`src/rtl/dmem_access_ctrl_pkg.sv`:
```
// Shared types for the data-memory access path: controller FSM states and the request record
// exchanged with the load/store buffer.
package dmem_access_ctrl_pkg;

  localparam int LC3B_WORD_W = 16;
  localparam int ROB_TAG_W   = 3;

  typedef logic [LC3B_WORD_W-1:0] lc3b_word;

  typedef enum logic [1:0] {
    DMEM_IDLE,
    DMEM_ACCESS,
    DMEM_DRAIN
  } dmem_state_t;

  typedef struct packed {
    logic                 write;
    logic                 byte_op;
    lc3b_word             addr;
    lc3b_word             wdata;
    logic [ROB_TAG_W-1:0] tag;
  } dmem_req_t;

  // Lane enable for a single-byte store: odd addresses hit the high lane.
  function automatic logic [1:0] byte_lane_mask(input logic addr_lsb);
    return addr_lsb ? 2'b10 : 2'b01;
  endfunction

endpackage

```
`src/rtl/dmem_access_ctrl_lane_align.sv`:
```
// Combinational byte steering between the request and the cache port.
// Byte operations exist only when DMEM_BYTE_ACCESS_EN is defined; otherwise every access is a word access.
module dmem_lane_align
  import dmem_access_ctrl_pkg::*;
#(
  parameter int DATA_W = 16
) (
  input  logic              write,
  input  logic              byte_op,
  input  logic [DATA_W-1:0] addr,
  input  logic [DATA_W-1:0] wdata,
  input  logic [DATA_W-1:0] rdata,
  output logic [DATA_W-1:0] mem_addr,
  output logic [DATA_W-1:0] mem_wdata,
  output logic [1:0]        byte_en,
  output logic [DATA_W-1:0] load_data
);

`ifdef DMEM_BYTE_ACCESS_EN
  always_comb begin
    mem_addr  = {addr[DATA_W-1:1], 1'b0};
    mem_wdata = wdata;
    byte_en   = 2'b11;
    load_data = rdata;
    if (byte_op) begin
      // Byte accesses keep the full address; the lane is chosen by addr[0].
      mem_addr = addr;
      if (write) begin
        mem_wdata = {(DATA_W/8){wdata[7:0]}};
        byte_en   = byte_lane_mask(addr[0]);
      end else begin
        load_data = addr[0] ? {{(DATA_W-8){1'b0}}, rdata[15:8]}
                            : {{(DATA_W-8){1'b0}}, rdata[7:0]};
      end
    end
  end
`else
  logic unused_byte_path;
  assign unused_byte_path = ^{write, byte_op, addr[0]};

  assign mem_addr  = {addr[DATA_W-1:1], 1'b0};
  assign mem_wdata = wdata;
  assign byte_en   = 2'b11;
  assign load_data = rdata;
`endif

endmodule

```
`src/rtl/dmem_access_ctrl.sv`:
```
// Single-outstanding data-memory access controller between the load/store buffer and the L1 D-cache.
// Optional byte (LDB/STB) steering is enabled by defining DMEM_BYTE_ACCESS_EN.
module dmem_access_ctrl
  import dmem_access_ctrl_pkg::*;
#(
  parameter int DATA_W = 16,
  parameter int TAG_W  = 3
) (
  input  logic              clk,
  input  logic              rst_n,
  input  logic              flush,
  input  logic              req_valid,
  output logic              req_ready,
  input  logic              req_write,
  input  logic              req_byte,
  input  logic [DATA_W-1:0] req_addr,
  input  logic [DATA_W-1:0] req_wdata,
  input  logic [TAG_W-1:0]  req_tag,
  output logic              resp_valid,
  output logic [DATA_W-1:0] resp_rdata,
  output logic [TAG_W-1:0]  resp_tag,
  output logic              mem_read,
  output logic              mem_write,
  output logic [DATA_W-1:0] mem_address,
  output logic [DATA_W-1:0] mem_wdata,
  output logic [1:0]        mem_byte_enable,
  input  logic              mem_resp,
  input  logic [DATA_W-1:0] mem_rdata,
  output logic              busy
);

  // Handshake: a request transfers on a rising edge where req_valid && req_ready; resp_valid is a
  // one-cycle pulse the buffer must take unconditionally (there is no resp_ready).
  dmem_state_t state_q, state_d;

  logic              wr_q;
  logic              byte_q;
  logic [DATA_W-1:0] addr_q;
  logic [DATA_W-1:0] wdata_q;
  logic [TAG_W-1:0]  tag_q;

  logic              resp_valid_q;
  logic [DATA_W-1:0] resp_rdata_q;
  logic [TAG_W-1:0]  resp_tag_q;

  logic [DATA_W-1:0] al_addr, al_wdata, al_load;
  logic [1:0]        al_be;

  logic accept, complete;

  assign busy      = (state_q != DMEM_IDLE);
  assign req_ready = (state_q == DMEM_IDLE) && !flush;
  assign accept    = req_valid && req_ready;
  // A response launched before or during a flush is completed on the cache side but never reported.
  assign complete  = (state_q == DMEM_ACCESS) && mem_resp && !flush;

  always_ff @(posedge clk or negedge rst_n) begin
    if (!rst_n) state_q <= DMEM_IDLE;
    else        state_q <= state_d;
  end

  always_comb begin
    state_d = state_q;
    case (state_q)
      DMEM_IDLE:   if (accept) state_d = DMEM_ACCESS;
      DMEM_ACCESS: begin
        if (mem_resp)   state_d = DMEM_IDLE;
        else if (flush) state_d = DMEM_DRAIN;
      end
      DMEM_DRAIN:  if (mem_resp) state_d = DMEM_IDLE;
      default:     state_d = DMEM_IDLE;
    endcase
  end

  always_ff @(posedge clk or negedge rst_n) begin
    if (!rst_n) begin
      wr_q    <= 1'b0;
      byte_q  <= 1'b0;
      addr_q  <= '0;
      wdata_q <= '0;
      tag_q   <= '0;
    end else if (accept) begin
      wr_q    <= req_write;
      byte_q  <= req_byte;
      addr_q  <= req_addr;
      wdata_q <= req_wdata;
      tag_q   <= req_tag;
    end
  end

  always_ff @(posedge clk or negedge rst_n) begin
    if (!rst_n) begin
      resp_valid_q <= 1'b0;
      resp_rdata_q <= '0;
      resp_tag_q   <= '0;
    end else begin
      resp_valid_q <= complete;
      if (complete) begin
        resp_rdata_q <= wr_q ? '0 : al_load;
        resp_tag_q   <= tag_q;
      end
    end
  end

  dmem_lane_align #(.DATA_W(DATA_W)) u_lane_align (
    .write     (wr_q),
    .byte_op   (byte_q),
    .addr      (addr_q),
    .wdata     (wdata_q),
    .rdata     (mem_rdata),
    .mem_addr  (al_addr),
    .mem_wdata (al_wdata),
    .byte_en   (al_be),
    .load_data (al_load)
  );

  // Cache port is driven purely from the captured request, and is quiet whenever idle.
  assign mem_read        = busy && !wr_q;
  assign mem_write       = busy && wr_q;
  assign mem_address     = busy ? al_addr  : '0;
  assign mem_wdata       = busy ? al_wdata : '0;
  assign mem_byte_enable = busy ? al_be    : 2'b00;

  assign resp_valid = resp_valid_q;
  assign resp_rdata = resp_rdata_q;
  assign resp_tag   = resp_tag_q;

endmodule

```
`config.mk`:
```
export PLATFORM = sky130hd
export DESIGN_NAME = dmem_access_ctrl
export DESIGN_NICKNAME = d
export VERILOG_FILES = /design/src/rtl/dmem_access_ctrl_pkg.sv /design/src/rtl/dmem_access_ctrl_lane_align.sv /design/src/rtl/dmem_access_ctrl.sv
export SDC_FILE = /design/constraint.sdc
export NUM_CORES = 1
export LEC_CHECK = 0
export CAP_MARGIN = 25
export CORE_MARGIN = 3
export CORE_UTILIZATION = 40
export DETAILED_ROUTE_END_ITERATION = 8
export DONT_BUFFER_PORTS = 1
export PLACE_DENSITY = 0.62
export SLEW_MARGIN = 30
export SYNTH_ARGS = -nofsm -noshare
export SYNTH_HDL_FRONTEND = slang
export SYNTH_SLANG_ARGS = --single-unit
```
`constraint.sdc`:
```
create_clock -name clk -period 2.2 [get_ports clk]
set_input_delay 0.44 -clock clk [delete_from_list [all_inputs] [get_ports clk]]
set_output_delay 0.44 -clock clk [all_outputs]
set_load 0.02 [all_outputs]
```
==> run_results.csv <==
group,metric,value,unit
global_routing,grt_pass1_vias,1573,
synth,synth-main-ff-cell,"dfrtp_1",
synth,topCombFamilyByArea,"multiplexers",
power,seq_cell_power,0.00163,W
critical_path,crit_buf_inv,1,
power,seqPwrFrac,0.521,
sta,fin_skew,0.00559,ns
final_layout,final_area,0.00280,mm²
floorplanning,num_io_pins,116,
critical_path,crit_path_top_delay_cell,"dfrtp_1",
synth,syn_area,0.00251,mm²
run,warning_count,28,
placed_design,port_buffers,0,
power,p_per_area,1120,mW/mm²
critical_path,path_depth,3,
critical_path,critPathLaunch,"state_q[1]",
sta,finalHoldViolCount,0,
final_layout,sh_seq_area,0.509,
critical_path,worstSetupPathType,"reg2out",
final_layout,num-clock-buffers,11,
power,p_comb,0.000545,W
power,intPower,0.00214,W
power,power_clock,0.000954,W
synth,top_cells_by_count,"57 x dfrtp_1, 52 x mux2_2, 32 x and2_1",
power,totalPowerFinal,0.00313,W
global_routing,antenna_found_initial,0,
placed_design,place_hpwl,3.61,mm
final_layout,nonClkBufAreaFrac,0.0286,
final_layout,areaGrowthSynthToFinish,11.4,%
clock_tree,cts_tree,"done",
clock_tree,cts_sinks,57,
clock_tree,post_cts_buffers,0,
synth,postSynthCellCount,184,
power,pwr-share-comb,0.174,
final_layout,inverters,0,
drt,ant_nets,0,
critical_path,r2r-start,"state_q[1]",
final_layout,drive_gt1_frac,0.389,
global_routing,grt_pass1_wl,8.34,mm
final_layout,n_fill_cell,528,
placed_design,place_area,0.00257,mm²
synth,yosysTopAreaCellShare,0.567,
drt,first_pass_iters,4,
final_layout,post-route-util,0.468,
clock_tree,clk_latency,0.33,ns
synth,async_flop_share,1.00,
drt,drc_errors,0,
worst_hold_path,hold_path.class,"in2reg",
synth,edf_count,0,
status,status,"finished clean",
clock_tree,cts.htree.levels,3,
sta,fmax,0.496,GHz
synth,syn_area_per_cell,13.7,µm²
sta,max_slew_margin,0.599,
synth,ys_sh_adder,0,
synth,ys_sh_mux,0.242,
power,power_leakage,1.21,nW
power,power_leader,"registers",
critical_path,startpoint_type,"register",
synth,synth.most_common_cell,"dfrtp_1",
final_layout,seq_area,0.00143,mm²
floorplanning,fp_util,0.420,
worst_hold_path,min_to,"state_q[1]",
floorplanning,die_area,0.00727,mm²
synth,synth-simple-area-share,0.151,
critical_path,cp-endpoint,"mem_read",
critical_path,path_delay_family,"simple AND/OR/NAND/NOR gates",
final_layout,logic_area,0.00101,mm²
final_layout,lay_top_cells,"57 x dfrtp_1, 52 x mux2_2, 32 x and2_1",
final_layout,nNonClkBuffers,6,
final_layout,fin_nets,246,
synth,synth_chip_area,0.00251,mm²
clock_tree,cts_hold_buf,2,
final_layout,seq_cells,57,
floorplanning,taps,75,
worst_hold_path,hp-start,"mem_resp",
power,p_clk_frac,0.304,
sta,layout_setup_ws,0.183,ns
final_layout,clockNetworkAreaShare,0.0701,
synth,top_area_cell,"dfrtp_1",
clock_tree,cts_buffers,9,
global_routing,grt_util_met1,0.165,
critical_path,reg2regPathDepth,3,
power,swShare,0.318,
floorplanning,core,0.00599,mm²
sta,fin_tns_setup,0,ns
clock_tree,ctsResizeCount,1,
sta,worst_pin_slew,0.602,ns
global_routing,grt_overflow,0,
critical_path,path_cells,"or2_4 > nor2b_1 > buf_4",
synth,synth_nets,242,
drt,via_per_inst,5.10,
synth,ys_types,18,
critical_path,slowest_delay,0.45,ns
drt,drt_iter0_drc,56,
synth,yosysWarnings,0,
clock_tree,cts_buffer_depth,2,
placed_design,dpl.cell_count,250,
drt,route.met2.wl,2.80,mm
placed_design,gp_congestion,0.688,
floorplanning,die_y,85.3,µm
critical_path,required,1.76,ns
worst_hold_path,worstHoldPathCells,1,
placed_design,dpl_worst_slack,0.318,ns
power,ir_drop,496,µV
synth,ys_seq_frac,0.567,
power,switchingPower,0.000996,W
drt,top_layer,"met4",
floorplanning,row_count,28,
run,maxCapViolations,0,
critical_path,r2r-end,"wdata_q[1]",
synth,xor_share,0,
sta,slew_violations,0,
sta,setup_viol,0,
critical_path,arrival,1.58,ns
sta,grt_setup_unrepaired,"no",
final_layout,comb.multi_input.count,114,
critical_path,cp-end-kind,"output port",
global_routing,busiest_layer,"met2",
sta,finalClockPeriodUsage,0.917,
final_layout,largestClassByArea,"registers",
synth,ys_cells,184,
drt,dr_wl_met3,412,µm
synth,synthAoiAreaFrac,0.00498,
final_layout,antennaDiodeCount,0,
drt,drt-met1-wl,1.84,mm
synth,yosys-top-cells-area,"dfrtp_1 57%, mux2_2 23%, and2_1 8.0%, nor2b_1 4.2%, buf_6 1.3%",
floorplanning,die_w,85.3,µm
clock_tree,clk_pin_slew,0.07,ns
sta,post-route-min-period,2.02,ns
critical_path,crit_path_max_fanout,36,
synth,ys.flops,57,
critical_path,reg2reg_setup_slack,0.52,ns
clock_tree,cts-root-buf,"clkbuf_8",
sta,holdWs,0.166,ns
global_routing,grt_max_degree,58,
Figure 1. Signal wires on met2.
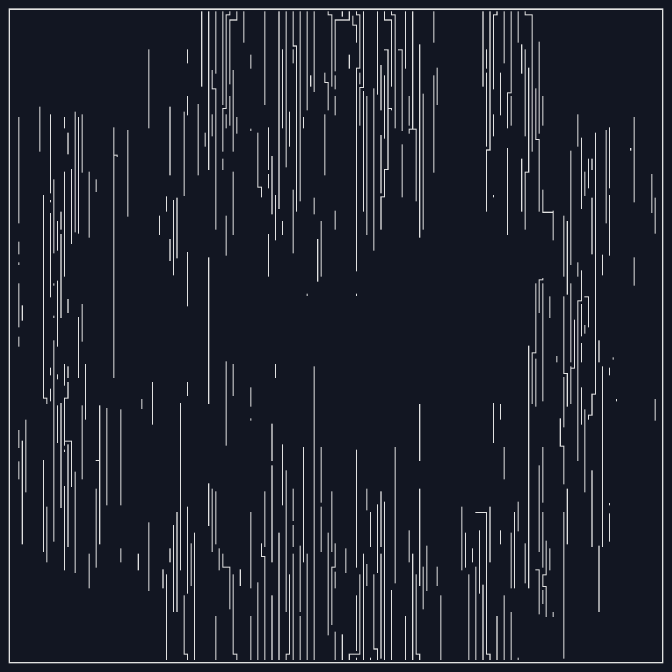
The wires run mostly vertical. 232 nets have wire on it. The longest straight run is 38.2 µm. The layer carries 2800 µm of wire. The layer holds 55% of the routed length.
met2 usage: 0.256
Vias: 1367

Figure 2. Track usage over the die.
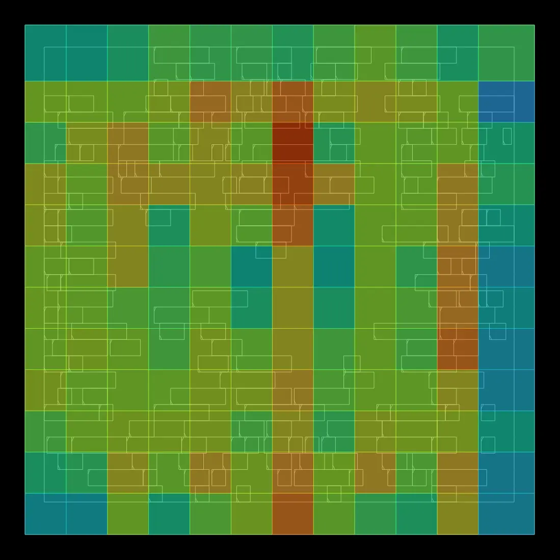
total global-route track usage: 0.153
met3 usage: 0.0864

Figure 3. Metal layers overlaid.
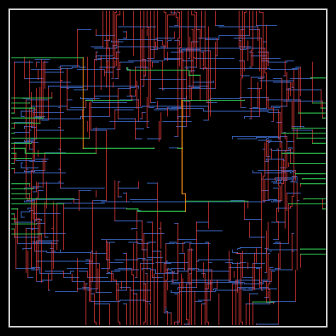
Key: M4 = orange [wire length 55.3 µm]; M1 = blue [wire length 1840 µm]; M2 = red [wire length 2800 µm]; M3 = green [wire length 413 µm]
wire length per cell: 19.0 µm
Post-Route WL: 5.10 mm

Figure 4. Gate-type map.
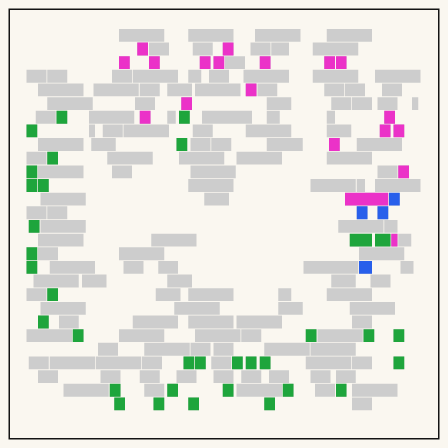
Key: nand cells = blue [cells 4, where east]; and/or cells = green [cells 34]; nor cells = magenta [cells 19]
non-filler cells, final: 268
most frequent logic cell in the layout: dfrtp_1
Comb/total area: 0.359

Figure 5. Cell density map.
9 x 9 tiles, from white (low) to dark blue (high), 0 to 100% covered.
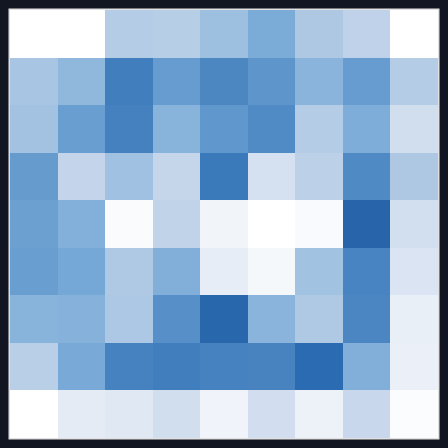
6.2% of the tiles are nearly empty. The fullest tile reaches 79%. 3.7% of the tiles are over 75% full. The mean over all tiles is 37%. The emptiest ninth of the die: centre.

Power and IR drop assume default switching activity.
